`src/rtl/traffic_light.sv`:
```
`timescale 1ns/1ps
// traffic_light: RED -> GREEN -> YELLOW -> RED sequencer. Phase lengths come from
// sw_led in ticks (auto mode) or an operator button steps one phase (manual mode).
module traffic_light #(
    parameter int TICK_CYCLES = 10
) (
    input  logic        clk,
    input  logic        rst,
    input  logic [11:0] sw_led,
    input  logic        controll_led,
    input  logic        sw_mode,
    output logic [1:0]  led
);

    localparam int               PRE_W    = (TICK_CYCLES > 1) ? $clog2(TICK_CYCLES) : 1;
    localparam logic [PRE_W-1:0] PRE_LAST = PRE_W'(TICK_CYCLES - 1);

    localparam logic [1:0] LED_RED    = 2'b11;
    localparam logic [1:0] LED_GREEN  = 2'b01;
    localparam logic [1:0] LED_YELLOW = 2'b10;

    typedef enum logic [1:0] {
        S_RED    = 2'd0,
        S_GREEN  = 2'd1,
        S_YELLOW = 2'd2
    } state_t;

    state_t           state_q, state_d;
    logic [1:0]       led_q, led_d;
    logic [PRE_W-1:0] pre_q, pre_d;
    logic [3:0]       rem_q, rem_d;
    logic             entry_q;
    logic             mode_q;
    logic             sync_p0, sync_p1, btn_p2;
    logic             tick, step, restart, advance;

    // A zero field still gives the phase one full tick.
    function automatic logic [3:0] phase_dur(input state_t s, input logic [11:0] sw);
        logic [3:0] f;
        case (s)
            S_GREEN:  f = sw[7:4];
            S_YELLOW: f = sw[3:0];
            default:  f = sw[11:8];
        endcase
        return (f == 4'd0) ? 4'd1 : f;
    endfunction

    function automatic state_t next_phase(input state_t s);
        case (s)
            S_RED:   return S_GREEN;
            S_GREEN: return S_YELLOW;
            default: return S_RED;
        endcase
    endfunction

    // Button synchronizer (p0, p1) and edge register (p2)
    always_ff @(posedge clk or negedge rst) begin
        if (!rst) begin
            sync_p0 <= 1'b0;
            sync_p1 <= 1'b0;
            btn_p2  <= 1'b0;
        end else begin
            sync_p0 <= controll_led;
            sync_p1 <= sync_p0;
            btn_p2  <= sync_p1;
        end
    end

    always_ff @(posedge clk or negedge rst) begin
        if (!rst) begin
            state_q <= S_RED;
            led_q   <= LED_RED;
            pre_q   <= '0;
            rem_q   <= 4'd1;
            entry_q <= 1'b1;
            mode_q  <= 1'b0;
        end else begin
            state_q <= state_d;
            led_q   <= led_d;
            pre_q   <= pre_d;
            rem_q   <= rem_d;
            entry_q <= 1'b0;
            mode_q  <= sw_mode;
        end
    end

    // restart: reset exit or manual->auto return; both reload the current phase
    always_comb begin
        tick    = !sw_mode && (pre_q == PRE_LAST);
        step    = sw_mode && sync_p1 && !btn_p2;
        restart = entry_q || (mode_q && !sw_mode);
        advance = !entry_q && (step || (!restart && tick && (rem_q == 4'd1)));
        state_d = advance ? next_phase(state_q) : state_q;
        pre_d   = pre_q;
        rem_d   = rem_q;
        if (advance || restart) begin
            pre_d = '0;
            rem_d = phase_dur(state_d, sw_led);
        end else if (!sw_mode) begin
            if (tick) begin
                pre_d = '0;
                rem_d = rem_q - 4'd1;
            end else begin
                pre_d = pre_q + PRE_W'(1);
            end
        end
    end

    always_comb begin
        case (state_d)
            S_GREEN:  led_d = LED_GREEN;
            S_YELLOW: led_d = LED_YELLOW;
            default:  led_d = LED_RED;
        endcase
    end

    assign led = led_q;

endmodule

```
`config.mk`:
```
export PLATFORM = sky130hd
export DESIGN_NAME = traffic_light
export DESIGN_NICKNAME = d
export VERILOG_FILES = /design/src/rtl/traffic_light.sv
export SDC_FILE = /design/constraint.sdc
export NUM_CORES = 1
export LEC_CHECK = 0
export CAP_MARGIN = 25
export CORE_ASPECT_RATIO = 0.9
export CORE_UTILIZATION = 30
export CTS_CLUSTER_SIZE = 14
export DETAILED_ROUTE_END_ITERATION = 8
export GPL_TIMING_DRIVEN = 0
export PLACE_DENSITY_LB_ADDON = 0.1
export SLEW_MARGIN = 10
export SYNTH_ARGS = -nofsm -noshare
export SYNTH_HDL_FRONTEND = slang
export SYNTH_SLANG_ARGS = --single-unit
export TNS_END_PERCENT = 100
```
`constraint.sdc`:
```
create_clock -name clk -period 2.8 [get_ports clk]
set_clock_uncertainty 0.1 [all_clocks]
set_input_delay 0.28 -clock clk [delete_from_list [all_inputs] [get_ports clk]]
set_output_delay 0.28 -clock clk [all_outputs]
set_load 0.01 [all_outputs]
```
Fig. 1: run 1, supply network
The bar under the picture is 20 um long. Pins as bars on the die edge.
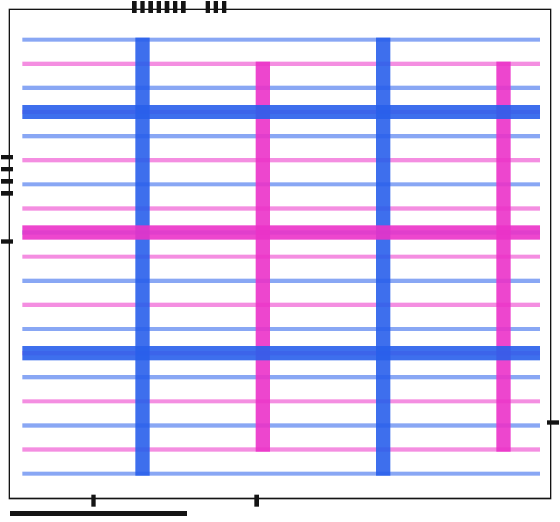
- VSS: blue
- VDD: magenta
- signal pins: 18
- met1 rails: 19
- met5 straps: 3
- met4 straps: 4
- rows: 18

Fig. 2: run 1, cells coloured by class
The bar under the picture is 20 um long.
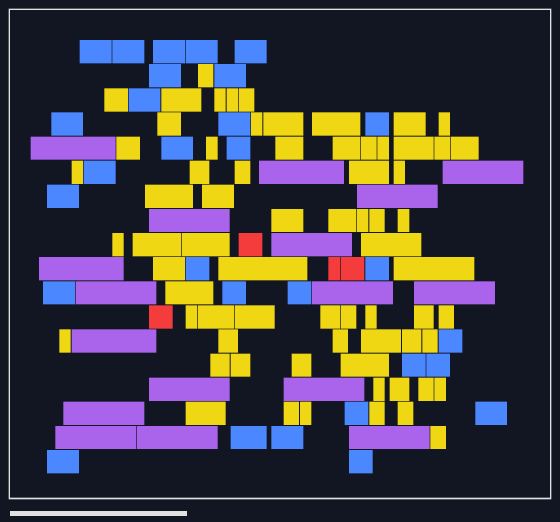
- clock drivers and dummy loads: red (cells 4; share of their area 2.1%)
- remaining buffers and delay cells: blue (cells 29; share of their area 21%)
- remaining logic cells: yellow (cells 69; share of their area 43%)
- registers: purple (cells 17; share of their area 34%)

Fig. 3: run 1, clock network drawn from the DEF
The bar under the picture is 20 um long.
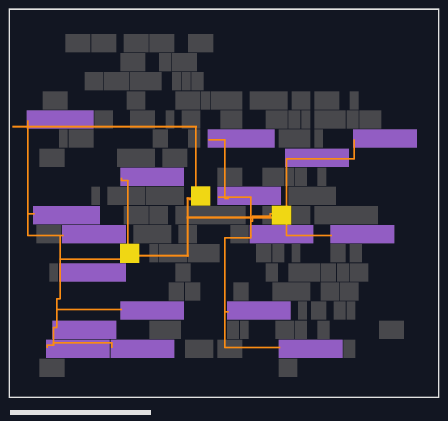
- flip-flops: purple (count 17)
- clock wires: orange (length 232 um)
- clock-net drivers: yellow (count 3)
- routed clock nets: 4

==> impl_metrics.py, run 1 <==
# Flow results
metrics = {
    "clocking": {
        "clock-sinks": 17,
        "cts_tree": "done",
        "clk_latency_ps": 290,
        "clockBufferDepth": 2,
        "cts_made_buffers": 3,
        "cts_hold_buf": 0,
        "htree_levels": 1,
        "root_buffer": "clkbuf_4",
    },
    "global_routing": {
        "first_global_vias": 678,
        "grt_pass1_wl_mm": 3.04,
        "overflow": 0,
        "antenna_found_initial": 0,
        "grt_max_degree": 18,
        "track_usage_pct": 12.7,
    },
    "yosys": {
        "top_logic_kind": "simple AND/OR/NAND/NOR gates",
        "top_area_share_pct": 34.7,
        "ys_ff": 17,
        "syn-cell-area_um2": 937,
        "synth.distinct_cells": 30,
        "syn_nets": 111,
        "ys_warn_count": 0,
        "simple_gate_share_pct": 16.4,
        "yosysChipArea_um2": 937,
        "xor_share_pct": 2.80,
        "syn_area_per_cell_um2": 10.5,
        "synthAdderAreaFrac_pct": 8.01,
        "ys_cells": 89,
        "syn_inst": 89,
        "top_area_cell": "dfrtp_1",
        "synthTopCellsByArea": "dfrtp_1, dfstp_2, ha_1",
    },
    "critical_path": {
        "worstReg2RegStart": "pre_q[1]$_DFFE_PN0P_",
        "crit_required_ps": 2930,
        "worstSetupEndpointType": "register",
        "cp-start-kind": "primary input",
        "r2r_cells": 11,
        "arrival_ps": 2800,
        "crit_type": "primary input to register",
        "worstPathMaxFanout": 7,
        "reg2reg_to": "rem_q[0]$_DFFE_PN1P_",
        "cp-endpoint": "rem_q[0]$_DFFE_PN1P_",
        "r2r_slack_ps": 160,
    },
    "route": {
        "vias": 739,
        "avgRoutedWirePerCell_um": 11.9,
        "dr.pass1.iters": 4,
        "via_per_inst": 4.65,
        "drt-total-wl_mm": 1.89,
        "drc": 0,
        "drt_iter0_drc": 27,
        "ant_nets": 0,
    },
    "power_and_ir_drop": {
        "vdd_ir_drop_max_mv": 0.377,
        "power.density_nw_per_um2": 727,
        "leakage_nw": 0.533,
    },
    "floorplan": {
        "n_tap_cell": 40,
        "ios": 18,
        "rows": 18,
        "die_area_um2": 3350,
        "fp_util_pct": 32.8,
        "die_h_um": 55.0,
        "core_region_area_um2": 2860,
    },
    "job": {
        "warnings": 29,
        "cap_violations": 0,
    },
    "timing": {
        "max_freq_mhz": 374,
        "grt_setup_unrepaired": "no",
        "finalSetupViolCount": 0,
        "slew_violations": 0,
        "period_used_pct": 95.4,
        "hold_viol": 0,
        "worstMarginPinSlew_ps": 770,
        "slew_headroom_pct": 48.5,
    },
    "layout": {
        "n_antenna_cell": 0,
        "drive_above_1_share_pct": 27.7,
        "seq_cell_count": 17,
        "final_nets": 142,
        "seqCellArea_um2": 430,
        "fillers": 285,
        "mostFrequentLayoutCell": "clkdlybuf4s50_1",
        "syn_to_final_growth_pct": 41.3,
        "comb_cells": 64,
        "largest_class": "multi-input combinational cells",
        "inv_count": 5,
        "seq_share_pct": 32.5,
        "final_cell_mix": "clkdlybuf4s50_1, dfrtp_1, buf_4",
        "buf_share_pct": 19.9,
        "finalCoreUtilization_pct": 46.3,
        "clock_cell_area_share_pct": 1.98,
        "final-comb-area_um2": 534,
        "area.share.combinational_pct": 40.4,
        "nClkBuffers": 4,
        "nNonClkBuffers": 29,
    },
    "min_path": {
        "whs_endpoint": "sync_p1$_DFF_PN0_",
        "hold_class": "register to register",
        "hold_depth": 0,
        "min-delay-start": "sync_p0$_DFF_PN0_",
    },
    "place": {
        "gp_congestion": 0.661,
        "numPortBuffers": 17,
    },
    "status": {
        "outcome": "completed",
    },
}
[run 1: through the flow]
step / instances / setup slack (ps) / TNS (ps) / cell area (um2) / hold WS (ps)
2_1_floorplan: 89 / 49.5 / 0 / 946 / -116
3_3_place_gp: 146 / -424 / -1360 / 1170 / 236
3_5_place_dp: 146 / -394 / -1240 / 1170 / 247
4_1_cts: 154 / 10.7 / 0 / 1240 / 270
5_1_grt: 159 / 28.8 / 0 / 1320 / 294
6_report: 159 / 128 / 0 / 1320 / 267
[run 1: timing repair]
| item | CTS | global route |
|---|---|---|
| pin swaps | 2 | 3 |
| gates resized | 6 | 9 |
| buffers inserted | 5 | 5 |
| endpoints found under the setup margin | 3 | 4 |
[run 1: critical path, stage by stage]
cell and delay (ps):
clkdlybuf4s50_1 520, nor4bb_4 320, buf_4 160, a31oi_2 100
nor2_4 150, mux2_4 320, ha_2 390, o21ai_1 100
mux2_4 270, a31o_1 180
[run 1: synth_stat cells (all sizes together)]
library cell   n
a2111oi        1
a211oi         1
a21oi          7
a22oi          4
a31o           1
a31oi          1
and2           1
and3b          1
buf            3
conb           1
dfrtp         13
dfstp          4
ha             6
inv            5
mux2           3
mux2i          4
nand2          6
nand2b         2
nor2           6
nor2b          4
nor3           4
nor3b          1
nor4bb         1
o21ai          4
or3            2
xnor2          1
xor2           2
[run 1: registers in the layout (all words and copies together), names as in the netlist, 2 cells and up]
signal,cells
state_q,2
pre_q,4
led,2
rem_q,4
[run 1: routing by layer]
layer	up-vias	GRT usage [%]	part of all wire (%)
met4	0	3.41	0.42
li1	370	-	-
met5	-	0	0
met3	3	4.42	3.6
met1	357	16.8	49
met2	9	19.8	47
[run 1: power by group]
part | internal, mW | switching, mW
clock network | 0.0554 | 0.0752
registers | 0.321 | 0.0479
logic | 0.252 | 0.211
total | 0.629 | 0.334
==> run 2: changes to the inputs <==
Settings changed: ABC_AREA set to 0.
Fig. 4: run 2, metal layers overlaid
Two of the layers only.
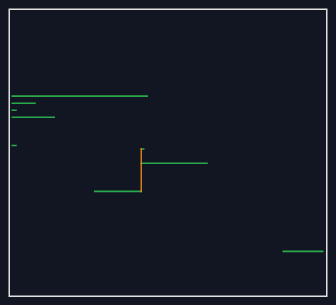
- M4: orange (wire length 8.20 um)
- M3: green (wire length 69.2 um)

Fig. 5: run 2, cells coloured by class
The bar under the picture is 20 um long.
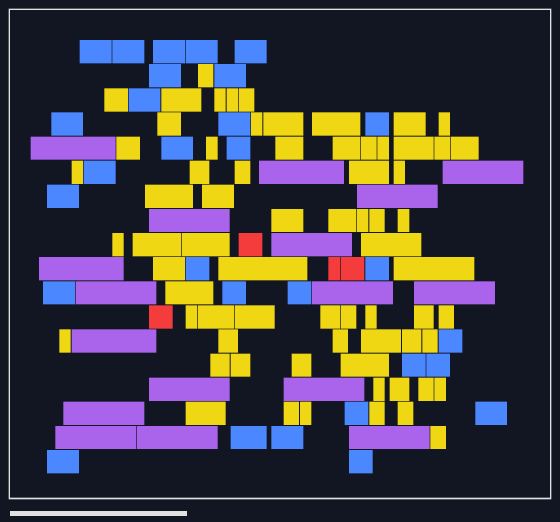
- clock drivers and dummy loads: red (cells 4; share of their area 2.1%)
- remaining logic cells: yellow (cells 69; share of their area 43%)
- remaining buffers and delay cells: blue (cells 29; share of their area 21%)
- registers: purple (cells 17; share of their area 34%)

==> impl_metrics.py, run 2 <==
# Flow results
metrics = {
    "critical_path": {
        "arrival_ps": 2800,
        "worstSetupEndpointType": "register",
        "worstReg2RegStart": "pre_q[1]$_DFFE_PN0P_",
        "crit_required_ps": 2930,
        "worstPathMaxFanout": 7,
        "cp_common_cell": "mux2_4",
        "crit_path_top_delay_cell": "clkdlybuf4s50_1",
        "crit_type": "primary input to register",
        "slowest_delay_ps": 520,
        "reg2reg_to": "rem_q[0]$_DFFE_PN1P_",
        "cp-endpoint": "rem_q[0]$_DFFE_PN1P_",
        "r2r_cells": 11,
        "startpoint": "sw_mode",
        "cp-start-kind": "primary input",
        "path_cells": "clkdlybuf4s50_1, nor4bb_4, buf_4, a31oi_2, nor2_4, mux2_4, ha_2, o21ai_1, mux2_4, a31o_1",
        "r2r_slack_ps": 160,
    },
    "yosys": {
        "top_area_share_pct": 34.7,
        "ys_warn_count": 0,
        "common_cells": "dfrtp_1, a21oi_1, ha_1, nand2_1",
        "ys_async_sr_fraction_pct": 100,
        "synth.most_common_cell": "dfrtp_1",
        "syn_inst": 89,
        "synth-main-ff-cell": "dfrtp_1",
        "yosysSeqAreaShare_pct": 45.9,
        "syn_nets": 111,
        "ys_cells": 89,
        "syn-cell-area_um2": 937,
        "syn_area_per_cell_um2": 10.5,
        "yosysChipArea_um2": 937,
        "synth.distinct_cells": 30,
        "top_area_cell": "dfrtp_1",
        "synth-edff-count": 0,
        "synthTopCellsByArea": "dfrtp_1, dfstp_2, ha_1",
        "ys_ff": 17,
    },
    "clocking": {
        "clock-sinks": 17,
        "htree_levels": 1,
        "root_buffer": "clkbuf_4",
        "cts_tree": "done",
        "cts_hold_buf": 0,
        "path_clk_slew_ps": 100,
        "cts_made_buffers": 3,
        "clockBufferDepth": 2,
        "clk_latency_ps": 290,
    },
    "global_routing": {
        "antenna_found_initial": 0,
        "overflow": 0,
        "track_usage_pct": 12.7,
        "grt_pass1_wl_mm": 3.04,
        "grt_max_degree": 18,
        "first_global_vias": 678,
    },
    "power_and_ir_drop": {
        "power.density_nw_per_um2": 727,
        "vdd_ir_drop_max_mv": 0.377,
        "leakage_nw": 0.533,
    },
    "timing": {
        "max_freq_mhz": 374,
        "slew_violations": 0,
        "hold_viol": 0,
        "min_period_ps": 2670,
        "slew_headroom_pct": 48.5,
        "grt_setup_unrepaired": "no",
        "worstMarginPinSlew_ps": 770,
        "period_used_pct": 95.4,
        "finalSetupViolCount": 0,
    },
    "route": {
        "drt-total-wl_mm": 1.89,
        "vias": 739,
        "via_per_inst": 4.65,
        "drc": 0,
        "dr.pass1.iters": 4,
        "ant_nets": 0,
        "avgRoutedWirePerCell_um": 11.9,
        "drt_iter0_drc": 27,
    },
    "floorplan": {
        "core_region_area_um2": 2860,
        "fp_util_pct": 32.8,
        "die_area_um2": 3350,
        "die_w_um": 60.9,
        "rows": 18,
        "ios": 18,
        "die_h_um": 55.0,
    },
    "status": {
        "outcome": "completed",
    },
    "place": {
        "placedCellCount": 146,
        "gp_congestion": 0.661,
        "hpwlAfterDp_mm": 1.29,
        "numPortBuffers": 17,
    },
    "layout": {
        "final-comb-area_um2": 534,
        "final_nets": 142,
        "largestRegisters": "pre_q (4), rem_q (4)",
        "fillers": 285,
        "seqCellArea_um2": 430,
        "syn_to_final_growth_pct": 41.3,
        "final_cell_mix": "clkdlybuf4s50_1, dfrtp_1, buf_4",
        "n_antenna_cell": 0,
        "drive_above_1_share_pct": 27.7,
        "finalCoreUtilization_pct": 46.3,
        "finalNonFillerCells": 159,
        "mostFrequentLayoutCell": "clkdlybuf4s50_1",
    },
    "min_path": {
        "hold_class": "register to register",
        "min-delay-start": "sync_p0$_DFF_PN0_",
        "whs_endpoint": "sync_p1$_DFF_PN0_",
        "hold_depth": 0,
    },
    "job": {
        "warnings": 29,
        "cap_violations": 0,
    },
}
Fig. 6: run 2, clock network drawn from the DEF
The bar under the picture is 20 um long.
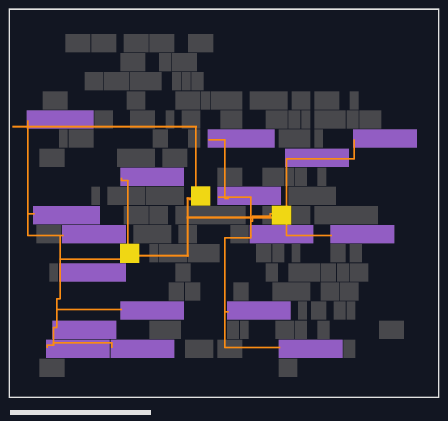
- flip-flops: purple (count 17)
- clock-net drivers: yellow (count 3)
- clock wires: orange (length 232 um)
- routed clock nets: 4

run 2: logic make-up after synthesis:
logic type	share of synthesized area [%]
compound gates	14.4
xor+xnor	2.80
fa+ha+maj	8.01
buf+inv	4.14
flops	45.9
mux	7.88
other cells	0.400
simple gates	16.4
run 2: routing by layer:
layer  global-route usage (%)  vias to the layer above  wire [um]
met5                        0                        -          0
met4                     3.41                        0          8
met3                     4.42                        3         69
met2                     19.8                        9        886
met1                     16.8                      357        928
li1                         -                      370          -
run 2: through the flow:
| step | total power [mW] | hold WS (ps) | area (um2) | setup slack, ps | setup TNS, ps |
|---|---|---|---|---|---|
| 6_report | 0.962 | 267 | 1320 | 128 | 0 |
| 5_1_grt | 1.04 | 294 | 1320 | 28.8 | 0 |
| 4_1_cts | 0.914 | 270 | 1240 | 10.7 | 0 |
| 3_5_place_dp | 0.730 | 247 | 1170 | -394 | -1240 |
| 3_3_place_gp | 0.726 | 236 | 1170 | -424 | -1360 |
| 2_1_floorplan | 0.619 | -116 | 946 | 49.5 | 0 |
run 2: timing repair:
item,in CTS,in global routing
gates resized,6,9
pin swaps,2,3
buffers inserted,5,5
endpoints found under the setup margin,3,4
run 2: cell type report:
class	instances	area share, %
Multi-Input combinational cell	64	40.4
Tap cell	40	3.78
Clock buffer	4	1.98
Sequential cell	17	32.5
Timing Repair Buffer	27	18.5
Inverter	5	1.42
Buffer	2	1.42
run 2: power by group:
part           total, mW  internal (mW)  switching, mW
Combinational      0.463          0.252          0.211
Sequential         0.369          0.321         0.0479
Clock              0.131         0.0554         0.0752
Total              0.962          0.629          0.334
run 2: worst max-delay path, delay by kind of cell:
kind                       cells  cell delay [ps]
AOI/OAI and AO/OA              3              380
buffers and inverters          2              680
and+or+nand+nor                2              470
adders and majority gates      1              390
muxes                          2              590
==> run 3: changes to the inputs <==
Settings changed: ABC_AREA 0 to not set, CORE_UTILIZATION 30 to 45.
Fig. 7: run 3, cell placement
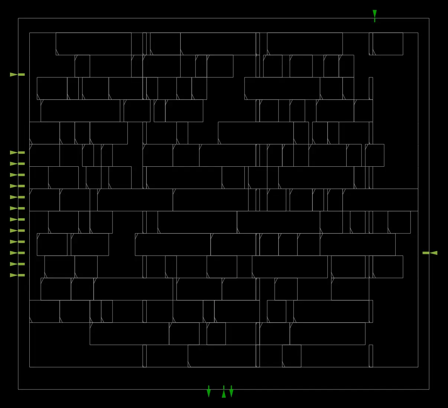
FF+latch count: 17
Well Taps: 25
Finished Layout Cells: 140
Final Core Density: 66.4%

Fig. 8: run 3, supply network
The bar under the picture is 20 um long. Pins as bars on the die edge.
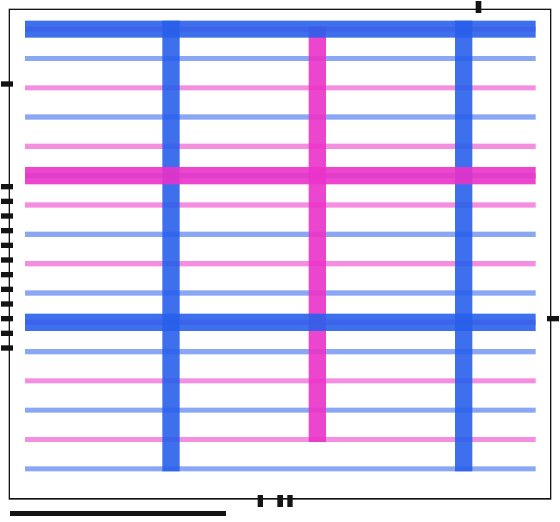
- VDD: magenta
- VSS: blue
- signal pins: 18
- rows: 15
- met1 rails: 16
- met5 straps: 3

==> impl_metrics.py, run 3 <==
# Flow results
metrics = {
    "status": {
        "outcome": "completed",
    },
    "yosys": {
        "common_cells": "dfrtp_1, a21oi_1, ha_1, nand2_1",
        "mux_area_share_pct": 7.88,
        "ys_warn_count": 0,
        "ys_sh_aoi_pct": 14.4,
        "yosysSeqAreaShare_pct": 45.9,
        "simple_gate_share_pct": 16.4,
        "synth-main-ff-cell": "dfrtp_1",
        "xor_share_pct": 2.80,
        "ys_cells": 89,
        "syn_inst": 89,
        "ys_ff": 17,
        "syn_nets": 111,
        "synth.most_common_cell": "dfrtp_1",
        "syn_area_per_cell_um2": 10.5,
        "ys_async_sr_fraction_pct": 100,
        "syn-cell-area_um2": 937,
        "yosysChipArea_um2": 937,
        "synthAdderAreaFrac_pct": 8.01,
        "top_area_cell": "dfrtp_1",
        "synth.distinct_cells": 30,
        "synth-edff-count": 0,
        "top_logic_kind": "simple AND/OR/NAND/NOR gates",
    },
    "global_routing": {
        "overflow": 0,
        "track_usage_pct": 18.8,
        "first_global_vias": 748,
        "grt_max_degree": 18,
        "grt_pass1_wl_mm": 3.01,
    },
    "timing": {
        "finalSetupViolCount": 0,
        "min_period_ps": 2660,
        "worstMarginPinSlew_ps": 731,
        "period_used_pct": 95.1,
        "grt_setup_unrepaired": "no",
        "max_freq_mhz": 375,
        "slew_headroom_pct": 51.1,
        "hold_viol": 0,
    },
    "critical_path": {
        "crit_type": "primary input to register",
        "crit_required_ps": 2920,
        "worstPathMaxFanout": 5,
        "r2r_slack_ps": 150,
        "cp-start-kind": "primary input",
        "arrival_ps": 2790,
        "crit_path_top_delay_cell": "clkdlybuf4s50_1",
        "r2r_cells": 12,
        "reg2reg_to": "rem_q[0]$_DFFE_PN1P_",
        "crit_buf_inv": 2,
        "worstSetupEndpointType": "register",
        "path_cells": "clkdlybuf4s50_1, nor4bb_4, buf_4, a31oi_1, nor2_2, mux2_4, ha_2, a22oi_2, o21ai_0, mux2_1, a31o_1",
        "worstReg2RegStart": "pre_q[1]$_DFFE_PN0P_",
    },
    "floorplan": {
        "core_region_area_um2": 1930,
        "fp_util_pct": 48.5,
        "die_area_um2": 2270,
        "rows": 15,
        "ios": 18,
        "die_h_um": 45.3,
    },
    "power_and_ir_drop": {
        "pwr.group.clock_mw": 0.128,
        "internal_power_mw": 0.617,
        "power_frac_seq_pct": 39.4,
        "power.density_nw_per_um2": 734,
        "combPwrFrac_pct": 47.0,
        "sw_frac_of_total_pct": 34.5,
        "pg_comb_mw": 0.443,
        "power_leader": "combinational cells",
        "leakage_nw": 0.515,
        "vdd_ir_drop_max_mv": 0.502,
        "pwr-share-clk_pct": 13.5,
        "switchingPower_mw": 0.325,
    },
    "route": {
        "drc": 0,
        "dr.pass1.iters": 4,
        "via_per_inst": 5.26,
        "ant_nets": 0,
        "avgRoutedWirePerCell_um": 12.3,
        "drt_iter0_drc": 4,
        "drt-total-wl_mm": 1.72,
        "vias": 736,
    },
    "min_path": {
        "whs_endpoint": "sync_p1$_DFF_PN0_",
        "min-delay-start": "sync_p0$_DFF_PN0_",
        "hold_depth": 0,
        "hold_class": "register to register",
    },
    "layout": {
        "syn_to_final_growth_pct": 37.0,
        "nNonClkBuffers": 25,
        "drive_above_1_share_pct": 23.5,
        "seqCellArea_um2": 430,
        "mostFrequentLayoutCell": "clkdlybuf4s50_1",
        "comb_cells": 64,
        "largestRegisters": "pre_q (4), rem_q (4)",
        "final_cell_mix": "clkdlybuf4s50_1, dfrtp_1, a21oi_1",
        "buf_share_pct": 18.5,
        "area.share.combinational_pct": 42.0,
        "inv_count": 5,
        "seq_share_pct": 33.5,
        "final-comb-area_um2": 539,
        "fin_area_um2": 1280,
        "fillers": 146,
        "largest_class": "multi-input combinational cells",
        "clock_cell_area_share_pct": 2.05,
        "nClkBuffers": 4,
    },
    "clocking": {
        "cts_hold_buf": 0,
        "clock-sinks": 17,
        "path_clk_slew_ps": 90,
        "htree_levels": 1,
        "cts_made_buffers": 3,
        "cts_tree": "done",
        "clk_latency_ps": 280,
    },
    "place": {
        "numPortBuffers": 17,
        "gp_congestion": 0.678,
        "hpwlAfterDp_mm": 1.28,
        "placed_area_um2": 1150,
    },
    "job": {
        "cap_violations": 0,
        "warnings": 29,
    },
}
Fig. 9: run 3, cells coloured by class
The bar under the picture is 20 um long.
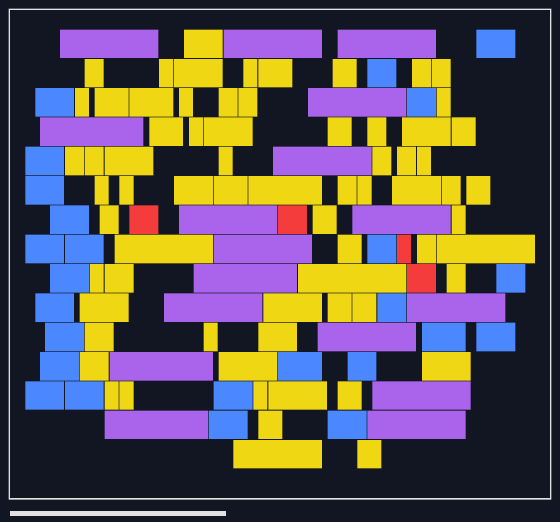
- remaining logic cells: yellow (cells 69; share of their area 45%)
- remaining buffers and delay cells: blue (cells 25; share of their area 19%)
- clock drivers and dummy loads: red (cells 4; share of their area 2.1%)
- registers: purple (cells 17; share of their area 34%)

[run 3: netlist changes by cell type in the layout (fill, tap and decap cells not counted), sizes merged]
cell,delta
buf,-4
[run 3: per-stage QoR]
| step | setup TNS, ps | worst slack (ps) | power (mW) | hold slack (ps) | cells |
|---|---|---|---|---|---|
| floorplan | 0 | 49.5 | 0.619 | -116 | 89 |
| global placement | -952 | -324 | 0.716 | 238 | 131 |
| detailed placement | -1140 | -391 | 0.728 | 246 | 131 |
| CTS | 0 | 10.2 | 0.900 | 265 | 140 |
| global route | 0 | 6.02 | 1.02 | 276 | 140 |
| finish | 0 | 136 | 0.943 | 262 | 140 |
[run 3: worst max path at each step]
stage / from / end / cells after the start / slack (ps)
6_report: sw_mode / rem_q[0]$_DFFE_PN1P_ / 11 / 140
5_1_grt: pre_q[1]$_DFFE_PN0P_ / rem_q[0]$_DFFE_PN1P_ / 12 / 6
4_1_cts: pre_q[1]$_DFFE_PN0P_ / rem_q[0]$_DFFE_PN1P_ / 14 / 10
3_5_place_dp: sw_mode / rem_q[0]$_DFFE_PN1P_ / 11 / -390
3_3_place_gp: sw_mode / rem_q[0]$_DFFE_PN1P_ / 11 / -320
2_1_floorplan: pre_q[1]$_DFFE_PN0P_ / rem_q[0]$_DFFE_PN1P_ / 13 / 50
[run 3: routing by layer]
| metal | track usage, % | wire (um) | vias to the layer above |
|---|---|---|---|
| met1 | 19.4 | 716 | 351 |
| met5 | 0 | 0 | - |
| met2 | 34.1 | 887 | 21 |
| met4 | 8.00 | 27 | 0 |
| met3 | 7.41 | 89 | 4 |
| li1 | - | - | 360 |
[run 3: timing repair]
item                                    4_1_cts  5_1_grt
gates resized                                 4       10
endpoints found under the setup margin        4        3
endpoints found under the hold margin         0        0
pin swaps                                     1        1
setup buffers                                 5        1
No activity file was given, so power comes from the tool's default toggle rates.
